$ cat config.mk
export PLATFORM = sky130hd
export DESIGN_NAME = fetch_unit_flat
export DESIGN_NICKNAME = d
export VERILOG_FILES = /design/src/rtl/fetch_unit_pkg.sv /design/src/rtl/fetch_unit_if.sv /design/src/rtl/fetch_wait_timer.sv /design/src/rtl/fetch_unit.sv /design/src/flat_wrapper.sv
export SDC_FILE = /design/constraint.sdc
export NUM_CORES = 1
export LEC_CHECK = 0
export CORE_ASPECT_RATIO = 1.5
export CORE_MARGIN = 3
export CORE_UTILIZATION = 40
export DETAILED_ROUTE_END_ITERATION = 10
export HOLD_SLACK_MARGIN = 0.06
export PLACE_DENSITY = 0.6
export SLEW_MARGIN = 15
export SYNTH_ARGS = -nofsm -noshare
export SYNTH_HDL_FRONTEND = slang
export SYNTH_SLANG_ARGS = --single-unit
$ cat constraint.sdc
create_clock -name clk -period 6.8 [get_ports clk]
set_clock_uncertainty 0.2 [all_clocks]
set_input_delay 1.36 -clock clk [delete_from_list [all_inputs] [get_ports clk]]
set_output_delay 1.36 -clock clk [all_outputs]
set_load 0.05 [all_outputs]
$ cat src/rtl/fetch_unit_pkg.sv
// fetch_unit_pkg: fetch state encoding and default sizes shared by the fetch path,
// the memory model and the control unit.
package fetch_unit_pkg;
  localparam int INSTR_W = 32;
  localparam int DEF_ADDR_W = 9;
  localparam int DEF_MAX_WAIT = 15;
  typedef enum logic [1:0] {IDLE, ADDR, WAIT, LOAD} fetch_state_e;
endpackage

$ cat src/rtl/fetch_unit_if.sv
// fetch_unit_if: instruction memory read handshake between the fetch unit and memory.
interface fetch_unit_if import fetch_unit_pkg::*; #(parameter int ADDR_W = DEF_ADDR_W);
  logic rd;
  logic [ADDR_W-1:0] addr;
  logic ack;
  logic [INSTR_W-1:0] rdata;
  modport master (output rd, addr, input ack, rdata);
  modport slave (input rd, addr, output ack, rdata);
endinterface

$ cat src/rtl/fetch_wait_timer.sv
// fetch_wait_timer: counts WAIT cycles and flags the last cycle before a fetch timeout.
module fetch_wait_timer import fetch_unit_pkg::*; #(
  parameter int MAX_WAIT = DEF_MAX_WAIT
) (
  input  logic clk,
  input  logic rst_n,
  input  logic clr_i,
  input  logic en_i,
  output logic tc_o
);
  logic [7:0] cnt_q, cnt_d;
  always_comb cnt_d = clr_i ? 8'd0 : en_i ? cnt_q + 8'd1 : cnt_q;
  always_ff @(posedge clk or negedge rst_n)
    if (!rst_n) cnt_q <= '0;
    else cnt_q <= cnt_d;
  assign tc_o = cnt_q == 8'(MAX_WAIT - 1);
endmodule

$ cat src/rtl/fetch_unit.sv
// fetch_unit: instruction-fetch sequencer owning the PC, fetch address latch and MDR;
// runs the memory read handshake and strobes the fetched word into the IR path.
module fetch_unit import fetch_unit_pkg::*; #(
  parameter int ADDR_W = DEF_ADDR_W,
  parameter logic [INSTR_W-1:0] PC_RESET = '0,
  parameter int MAX_WAIT = DEF_MAX_WAIT
) (
  input  logic               clk,
  input  logic               rst_n,
  fetch_unit_if.master       mem,
  input  logic               fetch_start_i,
  input  logic               pc_load_i,
  input  logic [INSTR_W-1:0] pc_target_i,
  output logic [INSTR_W-1:0] ir_word_o,
  output logic               ir_in_o,
  output logic [INSTR_W-1:0] pc_o,
  output logic               fetch_busy_o,
  output logic               fetch_err_o
);
  fetch_state_e state_q, state_d;
  logic [INSTR_W-1:0] pc_q, pc_d, lat_q, lat_d, mdr_q, mdr_d, ir_q, ir_d, pend_t_q, pend_t_d;
  logic pend_v_q, pend_v_d, err_q, timeout, tc;

  fetch_wait_timer #(.MAX_WAIT(MAX_WAIT)) u_timer (
    .clk(clk), .rst_n(rst_n), .clr_i(state_q == ADDR), .en_i(state_q == WAIT), .tc_o(tc)
  );

  always_comb begin
    state_d = state_q;
    pc_d = pc_q;
    lat_d = lat_q;
    mdr_d = mdr_q;
    ir_d = ir_q;
    pend_v_d = pend_v_q;
    pend_t_d = pend_t_q;
    timeout = 1'b0;
    case (state_q)
      IDLE: begin
        state_d = fetch_start_i ? ADDR : IDLE;
        pc_d = pc_load_i ? pc_target_i : pc_q;
      end
      ADDR: begin
        lat_d = pc_q;
        pc_d = pc_q + 32'd1;
        state_d = WAIT;
      end
      WAIT:
        if (mem.ack) begin
          mdr_d = mem.rdata;
          state_d = LOAD;
        end else if (tc) begin
          timeout = 1'b1;
          pc_d = lat_q;
          state_d = IDLE;
        end
      LOAD: begin
        ir_d = mdr_q;
        state_d = IDLE;
      end
    endcase
    if (state_q != IDLE && pc_load_i) begin
      pend_v_d = 1'b1;
      pend_t_d = pc_target_i;
    end
    // a redirect seen while busy wins over both PC+1 and the timeout restore
    if (state_q != IDLE && state_d == IDLE) begin
      pc_d = pend_v_d ? pend_t_d : pc_d;
      pend_v_d = 1'b0;
    end
  end

  always_ff @(posedge clk or negedge rst_n)
    if (!rst_n) begin
      state_q <= IDLE;
      pc_q <= PC_RESET;
      lat_q <= PC_RESET;
      mdr_q <= '0;
      ir_q <= '0;
      pend_v_q <= 1'b0;
      pend_t_q <= '0;
      err_q <= 1'b0;
    end else begin
      state_q <= state_d;
      pc_q <= pc_d;
      lat_q <= lat_d;
      mdr_q <= mdr_d;
      ir_q <= ir_d;
      pend_v_q <= pend_v_d;
      pend_t_q <= pend_t_d;
      err_q <= timeout;
    end

  assign mem.rd = state_q == WAIT;
  assign mem.addr = lat_q[ADDR_W-1:0];
  assign ir_in_o = state_q == LOAD;
  assign ir_word_o = ir_in_o ? mdr_q : ir_q;
  assign pc_o = pc_q;
  assign fetch_busy_o = state_q != IDLE;
  assign fetch_err_o = err_q;
endmodule

$ cat src/flat_wrapper.sv
// flat-port wrapper written by rule: the top's interface ports become plain ports
module fetch_unit_flat import fetch_unit_pkg::*;
#(
  parameter int ADDR_W = DEF_ADDR_W,
  parameter logic [INSTR_W-1:0] PC_RESET = '0,
  parameter int MAX_WAIT = DEF_MAX_WAIT
)
  (clk, rst_n, fetch_start_i, pc_load_i, pc_target_i, ir_word_o, ir_in_o, pc_o, fetch_busy_o, fetch_err_o, mem_rd, mem_addr, mem_ack, mem_rdata);
  fetch_unit_if #(.ADDR_W(ADDR_W)) mem_i ();
  input  logic clk;
  input  logic rst_n;
  input  logic fetch_start_i;
  input  logic pc_load_i;
  input  logic [INSTR_W-1:0] pc_target_i;
  output logic [INSTR_W-1:0] ir_word_o;
  output logic ir_in_o;
  output logic [INSTR_W-1:0] pc_o;
  output logic fetch_busy_o;
  output logic fetch_err_o;
  output wire logic [$bits(mem_i.rd)-1:0] mem_rd;
  output wire logic [$bits(mem_i.addr)-1:0] mem_addr;
  input wire logic [$bits(mem_i.ack)-1:0] mem_ack;
  input wire logic [$bits(mem_i.rdata)-1:0] mem_rdata;
  assign mem_rd = mem_i.rd;
  assign mem_addr = mem_i.addr;
  assign mem_i.ack = mem_ack;
  assign mem_i.rdata = mem_rdata;
  fetch_unit #(.ADDR_W(ADDR_W), .PC_RESET(PC_RESET), .MAX_WAIT(MAX_WAIT)) u_core (.clk(clk), .rst_n(rst_n), .mem(mem_i), .fetch_start_i(fetch_start_i), .pc_load_i(pc_load_i), .pc_target_i(pc_target_i), .ir_word_o(ir_word_o), .ir_in_o(ir_in_o), .pc_o(pc_o), .fetch_busy_o(fetch_busy_o), .fetch_err_o(fetch_err_o));
endmodule
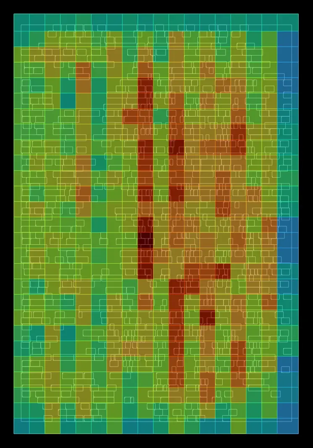
Figure 1: run 1, routing congestion map.
DR WL/cell: 19.8 um
M2 GR Usage: 34.6%

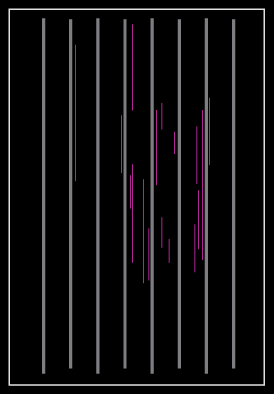
Figure 2: run 1, metal 4.
(2 px per um) Supply wires on this layer in grey.
main direction: vertical
share of all routed wire: 2.4%
wire length on this layer: 560 um

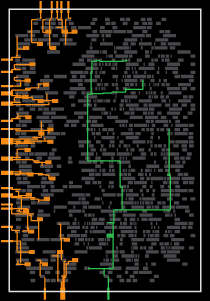
Figure 3: run 1, I/O nets highlighted.
(1.5 px per um)
legend:
  green:
    port: mem_rd
    bits: 1
    direction: output
    edge: bottom
    end_cells: 1
    buffers: 1
    wire: 364 um
  orange:
    port: ir_word_o
    bits: 32
    direction: output
    edge: 23 left, 5 top, 4 bottom
    end_cells: 32
    buffers: 32
    wire: 885 um

==> metrics.yaml, run 1 <==
final_layout:
  n_clock_buffer: 18
  mostFrequentLayoutCells: "172 x dfrtp_1, 144 x clkdlybuf4s50_1, 135 x mux2_2, 55 x nand2_1, 54 x o21ai_0"
  drive_above_1_share_pct: 21.9
  comb_share_pct: 37.0
  area_growth_pct: 24.6
  final_cell_count_no_fill: 1163
  signal_buffers: 158
  num-multi-input-gates: 515
  design.seq.count: 172
  buffer_area_share_pct: 14.2
  fin_area_um2: 10900
  nets: 958
die:
  taps: 268
  core_area_um2: 21300
  die_height_um: 187
  floorplan.core_util_pct: 41.1
clock_network:
  ctsResizeCount: 0
  cts_setup_buffers: 0
  cts_made_buffers: 17
  cts_tree: "built"
  clock_sink_count: 172
setup_path:
  rr_worst_depth: 8
  path_cells: "inv_1 -> ha_1 -> buf_4 -> inv_1 -> clkdlybuf4s50_1"
  path_delay_family: "buffers and inverters"
  regToRegEndpoint: "u_core.pc_o[2]$_DFF_PN0_"
  cp-start-kind: "register"
  crit_path_top_delay_cell: "clkdlybuf4s50_1"
  crit_type: "register to output port"
timing:
  finalSetupViolations: 0
  max-slew-margin-rel_pct: 24.7
  worst_pin_slew_ns: 1.13
  hold_ws_ns: 0.295
  finalCritPeriodShare_pct: 66.3
  hold_violations: 0
min_path:
  holdPathEnd: "u_core.ir_q[25]$_DFF_PN0_"
  min_from: "u_core.ir_q[25]$_DFF_PN0_"
flow_run:
  max_cap_viol_count: 0
  warnings: 30
yosys:
  yosys_warnings: 0
  xor_share_pct: 1.00
  ys_dominant_reg_cell: "dfrtp_1"
  top_cells_by_area: "dfrtp_1 49%, mux2_2 17%, o21ai_0 3.1%, mux2i_1 2.4%, nand2_1 2.4%"
  ys.flops: 172
  synth_area_um2: 8750
  mux_area_share_pct: 19.8
  ys_cells: 774
  syn-num-nets: 850
  fa_ha_area_share_pct: 1.00
  netlist.area_leader.share_pct: 49.2
pwr:
  total_power_mw: 6.19
  p_leak_nw: 4.43
  internal_power_mw: 3.43
  switching_share_pct: 44.6
  ir_worst_vdd_v: 0.000361
detailed_routing:
  wl_met1_mm: 9.23
  vias: 6578
  postRouteAntennaNets: 0
  drc_errors: 0
  dr.pass1.iters: 5
  drt_first_iter_violations: 321
grt:
  grt_util_all_layers_pct: 19.8
  grt_pass1_wl_mm: 37.5
  first_global_vias: 6900
  grt_max_degree: 71
run_status:
  run_status: "completed"
placed_design:
  placedCellCount: 1131
  numPortBuffers: 145
-- run 1: power groups by stage --
stage | clock network (mW) | logic (mW) | registers, mW
2_1_floorplan | 0 | 2.17 | 2.10
3_3_place_gp | 0 | 3.22 | 1.94
3_5_place_dp | 0 | 3.25 | 1.95
4_1_cts | 1.05 | 3.26 | 1.94
5_1_grt | 1.09 | 3.47 | 2.02
6_report | 1.02 | 3.23 | 1.94
-- run 1: logic make-up (layout without fill, tap and decap cells) --
group	Yosys count	after routing
AND-OR/OR-AND	168	168
XOR/XNOR	10	10
buffers and inverters	87	208
AND/OR/NAND/NOR	174	174
adder cells (fa/ha/maj)	7	7
multiplexers	156	156
flip-flops	172	172
Figure 4. Clock network drawn from the DEF (run 1).
(2 px per um)
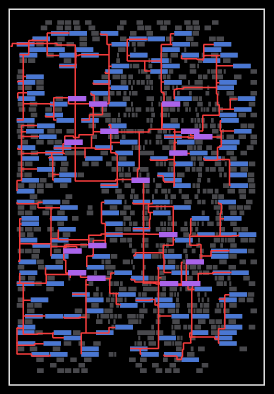

==> run 1 -> run 2 <==
--- a/config.mk
+++ b/config.mk
@@ -10,7 +10,7 @@
 export CORE_UTILIZATION = 40
 export DETAILED_ROUTE_END_ITERATION = 10
 export HOLD_SLACK_MARGIN = 0.06
-export PLACE_DENSITY = 0.6
+export PLACE_DENSITY = 0.62
 export SLEW_MARGIN = 15
 export SYNTH_ARGS = -nofsm -noshare
 export SYNTH_HDL_FRONTEND = slang
==> constraint.sdc (replaced) <==
create_clock -name clk -period 3.88 [get_ports clk]
set_clock_uncertainty 0.2 [all_clocks]
set_input_delay 0.776 -clock clk [delete_from_list [all_inputs] [get_ports clk]]
set_output_delay 0.776 -clock clk [all_outputs]
set_load 0.05 [all_outputs]
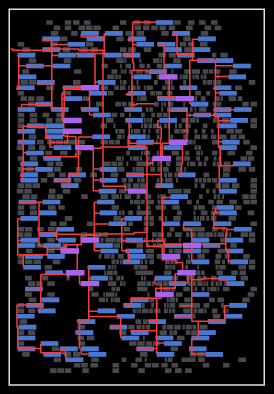
Figure 5: run 2, clock network drawn from the DEF.
(2 px per um)
legend:
  purple:
    item: clock-net drivers
    count: 17
  blue:
    item: flip-flops
    count: 172
  red:
    item: clock wires
    length: 2190 um
flops lie: all over the die
routed clock nets: 18

==> run 2 against run 1 <==
Effect of this change: sequential share of layout area decreased by 0.60 points; synthesized area unchanged; first-iteration DRC count is 19% higher; clock power increased by 75%; sequential power grew 73%; non-clock buffer count is 18 higher; largest power group unchanged.
==> metrics.yaml, run 2 <==
placed_design:
  hpwlAfterDp_mm: 15.8
  numPortBuffers: 145
  dpl-instance-area_um2: 10400
  placedCellCount: 1149
final_layout:
  design.seq.count: 172
  signal_buffers: 176
  mostFrequentLayoutCells: "172 x dfrtp_1, 144 x clkdlybuf4s50_1, 135 x mux2_2, 55 x nand2_1, 54 x o21ai_0"
  area_growth_pct: 26.5
  drive_above_1_share_pct: 23.5
  final_cell_count_no_fill: 1181
  n_antenna_cell: 0
  comb_share_pct: 36.4
  sh_seq_area_pct: 38.9
  n_clock_buffer: 18
  num-multi-input-gates: 515
  nets: 976
  buffer_area_share_pct: 15.5
  fin_area_um2: 11100
clock_network:
  clock_sink_count: 172
  cts_setup_buffers: 0
  cts_hold_buf: 0
  cts_tree: "built"
  ctsResizeCount: 0
  cts_made_buffers: 17
grt:
  grt_max_degree: 83
  grt_busiest_layer: "met2"
  grt_util_all_layers_pct: 19.8
  grt_pass1_wl_mm: 37.5
  first_global_vias: 7002
  grt_use_met2_pct: 34.4
  grt_util_met3_pct: 5.09
yosys:
  ys_seq_share_pct: 49.2
  syn_avg_cell_area_um2: 11.3
  xor_share_pct: 1.00
  ys.flops: 172
  syn_inst: 774
  top_cells_by_count: "172 x dfrtp_1, 135 x mux2_2, 55 x nand2_1, 54 x o21ai_0, 35 x nor2_1"
  synth-simple-area-share_pct: 10.7
  synth_area_um2: 8750
  netlist.area_leader.share_pct: 49.2
  ys_cells: 774
  yosysTopAreaCell: "dfrtp_1"
  syn-num-nets: 850
  yosys_warnings: 0
  fa_ha_area_share_pct: 1.00
  mux_area_share_pct: 19.8
  ys_chip_area_um2: 8750
  top_cells_by_area: "dfrtp_1 49%, mux2_2 17%, o21ai_0 3.1%, mux2i_1 2.4%, nand2_1 2.4%"
  ys_dominant_reg_cell: "dfrtp_1"
  synth-async-reset-ratio_pct: 100
timing:
  grt_setup_unrepaired: "no"
  max-slew-margin-rel_pct: 47.4
  worst_pin_slew_ns: 0.789
  maxSlewViolCount: 0
  finalSetupViolations: 0
  hold_ws_ns: 0.184
  max_freq_mhz: 278
  finalCritPeriodShare_pct: 92.6
  hold_violations: 0
detailed_routing:
  dr.pass1.iters: 5
  dr.max_layer_used: "met4"
  postRouteAntennaNets: 0
  drt_first_iter_violations: 383
  wl_met1_mm: 9.06
  routed-wl-met3_mm: 1.36
  via_per_inst: 5.67
  wl_per_cell_um: 19.4
  vias: 6697
  drc_errors: 0
setup_path:
  rr_worst_depth: 7
  worstPathMaxFanout: 40
  path_cells: "ha_4 -> mux2_2 -> clkdlybuf4s50_1"
  r2r_slack_ns: 0.97
  endpoint: "ir_word_o[0]"
  end_kind: "output port"
  r2r_start: "u_core.state_q[1]$_DFF_PN0_"
  arrival_ns: 2.62
  crit_path_top_delay_cell: "clkdlybuf4s50_1"
  crit_type: "register to output port"
  cp-start-kind: "register"
  regToRegEndpoint: "u_core.pc_o[18]$_DFF_PN0_"
die:
  die_height_um: 187
  core_area_um2: 21300
  die_w_um: 127
  rows: 65
  floorplan.core_util_pct: 41.1
  taps: 268
flow_run:
  max_cap_viol_count: 0
  warnings: 30
pwr:
  ir_worst_vdd_v: 0.000484
  p_per_area_nw_per_um2: 990
  power_frac_comb_pct: 53.0
  switching_share_pct: 44.3
  p_leak_nw: 4.53
  p_switching_mw: 4.85
  total_power_mw: 11.0
  internal_power_mw: 6.11
  p_clk_share_pct: 16.4
min_path:
  hp-class: "input port to asynchronous set/reset pin"
run_status:
  run_status: "completed"
[run 2: cell count changes in the layout (fill, tap and decap cells not counted)]
cell / before / now
buf_4: 13 / 29
clkbuf_8: 0 / 1
clkinv_4: 2 / 4
buf_12: 0 / 2
clkbuf_1: 1 / 0
clkinvlp_4: 2 / 1
inv_8: 1 / 0
[run 2: critical path, delay by kind of cell, from the launching register on]
| kind | cells | cell delay [ns] |
|---|---|---|
| adders and majority gates | 1 | 0.58 |
| buffers and inverters | 1 | 0.73 |
| DFF | 1 | 0.45 |
| muxes | 1 | 0.42 |
[run 2: power groups by stage]
stage	clock (mW)	combinational, mW	sequential (mW)
floorplan	0	3.80	3.69
global placement	0	5.77	3.36
detailed placement	0	5.82	3.40
CTS	1.84	5.84	3.36
global route	1.93	6.23	3.49
finish	1.79	5.80	3.36
==> run 2 -> run 3 <==
--- a/config.mk
+++ b/config.mk
@@ -9,6 +9,7 @@
 export CORE_MARGIN = 3
 export CORE_UTILIZATION = 40
 export DETAILED_ROUTE_END_ITERATION = 10
+export GPL_ROUTABILITY_DRIVEN = 0
 export HOLD_SLACK_MARGIN = 0.06
 export PLACE_DENSITY = 0.62
 export SLEW_MARGIN = 15
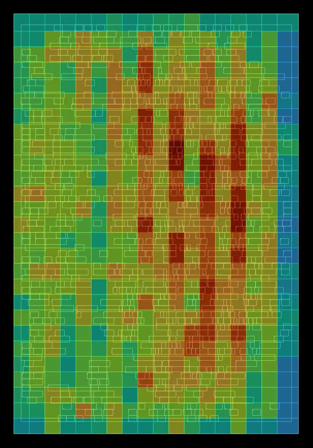
Figure 6: run 3, routing congestion map.
global route hottest layer: met2
DR WL/cell: 19.4 um
M2 GR Usage: 34.4%
Finished Core Util: 51.9%

==> run 3 against run 2 <==
Effect of this change: sequential power about the same; sequential share of layout area is the same; combinational power is essentially flat; register-to-register slack hardly changed; power unchanged; setup slack unchanged; synthesized cell count unchanged; first-iteration DRC count unchanged; highest routed layer unchanged; global-route usage is the same; clock-buffer cell count did not move; maximum frequency did not move; final area is the same.
==> metrics.yaml, run 3 <==
run_status:
  run_status: "completed"
final_layout:
  fin_area_um2: 11100
  drive_above_1_share_pct: 23.5
  area_growth_pct: 26.5
  nets: 976
  mostFrequentLayoutCells: "172 x dfrtp_1, 144 x clkdlybuf4s50_1, 135 x mux2_2, 55 x nand2_1, 54 x o21ai_0"
  n_antenna_cell: 0
  final_cell_count_no_fill: 1181
  lay_top_count: "dfrtp_1"
  num-fill-cells: 1953
placed_design:
  placedCellCount: 1149
  numPortBuffers: 145
  dpl-instance-area_um2: 10400
  dp_slack_ns: 0.553
  hpwlAfterDp_mm: 15.8
clock_network:
  cts_hold_buf: 0
  ctsResizeCount: 0
  cts_buffer_depth: 2
  clock_sink_count: 172
  cts_setup_buffers: 0
  clk_pin_slew_ns: 0.07
  cts_made_buffers: 17
  root_buffer: "clkbuf_16"
  cts_tree: "built"
  insertion_delay_ns: 0.43
  htreeDepth: 4
pwr:
  p_seq_mw: 3.36
  switching_share_pct: 44.3
  internal_power_mw: 6.11
  p_leak_nw: 4.53
  powerComb_mw: 5.80
  p_switching_mw: 4.85
  p_per_area_nw_per_um2: 990
  power_frac_comb_pct: 53.0
  ir_worst_vdd_v: 0.000484
  total_power_mw: 11.0
  top_power_group: "combinational cells"
  p_clk_share_pct: 16.4
  clk-power_mw: 1.79
  seqPwrFrac_pct: 30.7
timing:
  fin_ws_ns: 0.286
  finalCritPeriodShare_pct: 92.6
  maxSlewViolCount: 0
  worst_pin_slew_ns: 0.789
  hold_ws_ns: 0.184
  setup_tns_ns: 0
  period_needed_ns: 3.59
  grt_setup_unrepaired: "no"
  finalSetupViolations: 0
  max-slew-margin-rel_pct: 47.4
  max_freq_mhz: 278
  hold_violations: 0
detailed_routing:
  postRouteAntennaNets: 0
  routed_wl_mm: 23.0
  dr.pass1.iters: 5
  drt_first_iter_violations: 383
  via_per_inst: 5.67
  drc_errors: 0
  vias: 6697
die:
  rows: 65
  core_area_um2: 21300
  ios: 146
  die_height_um: 187
  die_w_um: 127
  dieArea_um2: 23700
  floorplan.core_util_pct: 41.1
setup_path:
  arrival_ns: 2.62
  cp-start-kind: "register"
  end_kind: "output port"
  r2r_start: "u_core.state_q[1]$_DFF_PN0_"
  cp.required_ns: 2.90
  rr_worst_depth: 7
  crit_type: "register to output port"
  regToRegEndpoint: "u_core.pc_o[18]$_DFF_PN0_"
  endpoint: "ir_word_o[0]"
  worstSetupStartpoint: "u_core.state_q[1]$_DFF_PN0_"
  worstPathMaxFanout: 40
  r2r_slack_ns: 0.97
yosys:
  ys.flops: 172
  ys_seq_share_pct: 49.2
  synth-simple-area-share_pct: 10.7
  fa_ha_area_share_pct: 1.00
  yosysTopAreaCell: "dfrtp_1"
  syn_avg_cell_area_um2: 11.3
  synth_cell_type_count: 66
  top_cells_by_area: "dfrtp_1 49%, mux2_2 17%, o21ai_0 3.1%, mux2i_1 2.4%, nand2_1 2.4%"
  ys_dominant_reg_cell: "dfrtp_1"
  synth_area_um2: 8750
  aoi_share_pct: 13.2
  ys_cells: 774
  top_cells_by_count: "172 x dfrtp_1, 135 x mux2_2, 55 x nand2_1, 54 x o21ai_0, 35 x nor2_1"
  topCombFamilyByArea: "multiplexers"
  synth-async-reset-ratio_pct: 100
  yosys_warnings: 0
  edf_count: 0
  ys_chip_area_um2: 8750
  syn-num-nets: 850
  netlist.area_leader.share_pct: 49.2
  mux_area_share_pct: 19.8
  syn_inst: 774
  post-synth-top-count-cell: "dfrtp_1"
  xor_share_pct: 1.00
grt:
  grt_util_all_layers_pct: 19.8
  first_global_vias: 7002
  grt_pass1_wl_mm: 37.5
  grt_remaining_overflow: 0
  grt_max_degree: 83
  antenna_found_initial: 0
min_path:
  hp-class: "input port to asynchronous set/reset pin"
flow_run:
  max_cap_viol_count: 0
  warnings: 30
[run 3: cell counts in the layout (fill, tap and decap cells not counted)]
Identical to the previous run, type by type.
[run 3: layout make-up]
type                    instances  area [um2]  share of cell area, %
clock inverters                14         181                   1.64
clock buffers                  18         439                   3.97
multi-input cells             515        4030                   36.4
well taps                     268         335                   3.03
repair buffers                176        1710                   15.5
flip-flops and latches        172        4300                   38.9
inverters                      18        67.6                  0.611
[run 3: routing by layer]
metal / GRT usage, % / vias up / wire length, um
li1: - / 3109 / -
met2: 34.4 / 213 / 12000
met3: 5.09 / 34 / 1360
met1: 23.4 / 3341 / 9060
met4: 7.31 / 0 / 536
met5: 0 / - / 0
[run 3: critical path: stages (launching register included)]
cell and delay [ns]:
dfrtp_1 0.45, ha_4 0.58, mux2_2 0.42, clkdlybuf4s50_1 0.73
Power figures rest on the tool's default switching activity, not on a simulated workload.
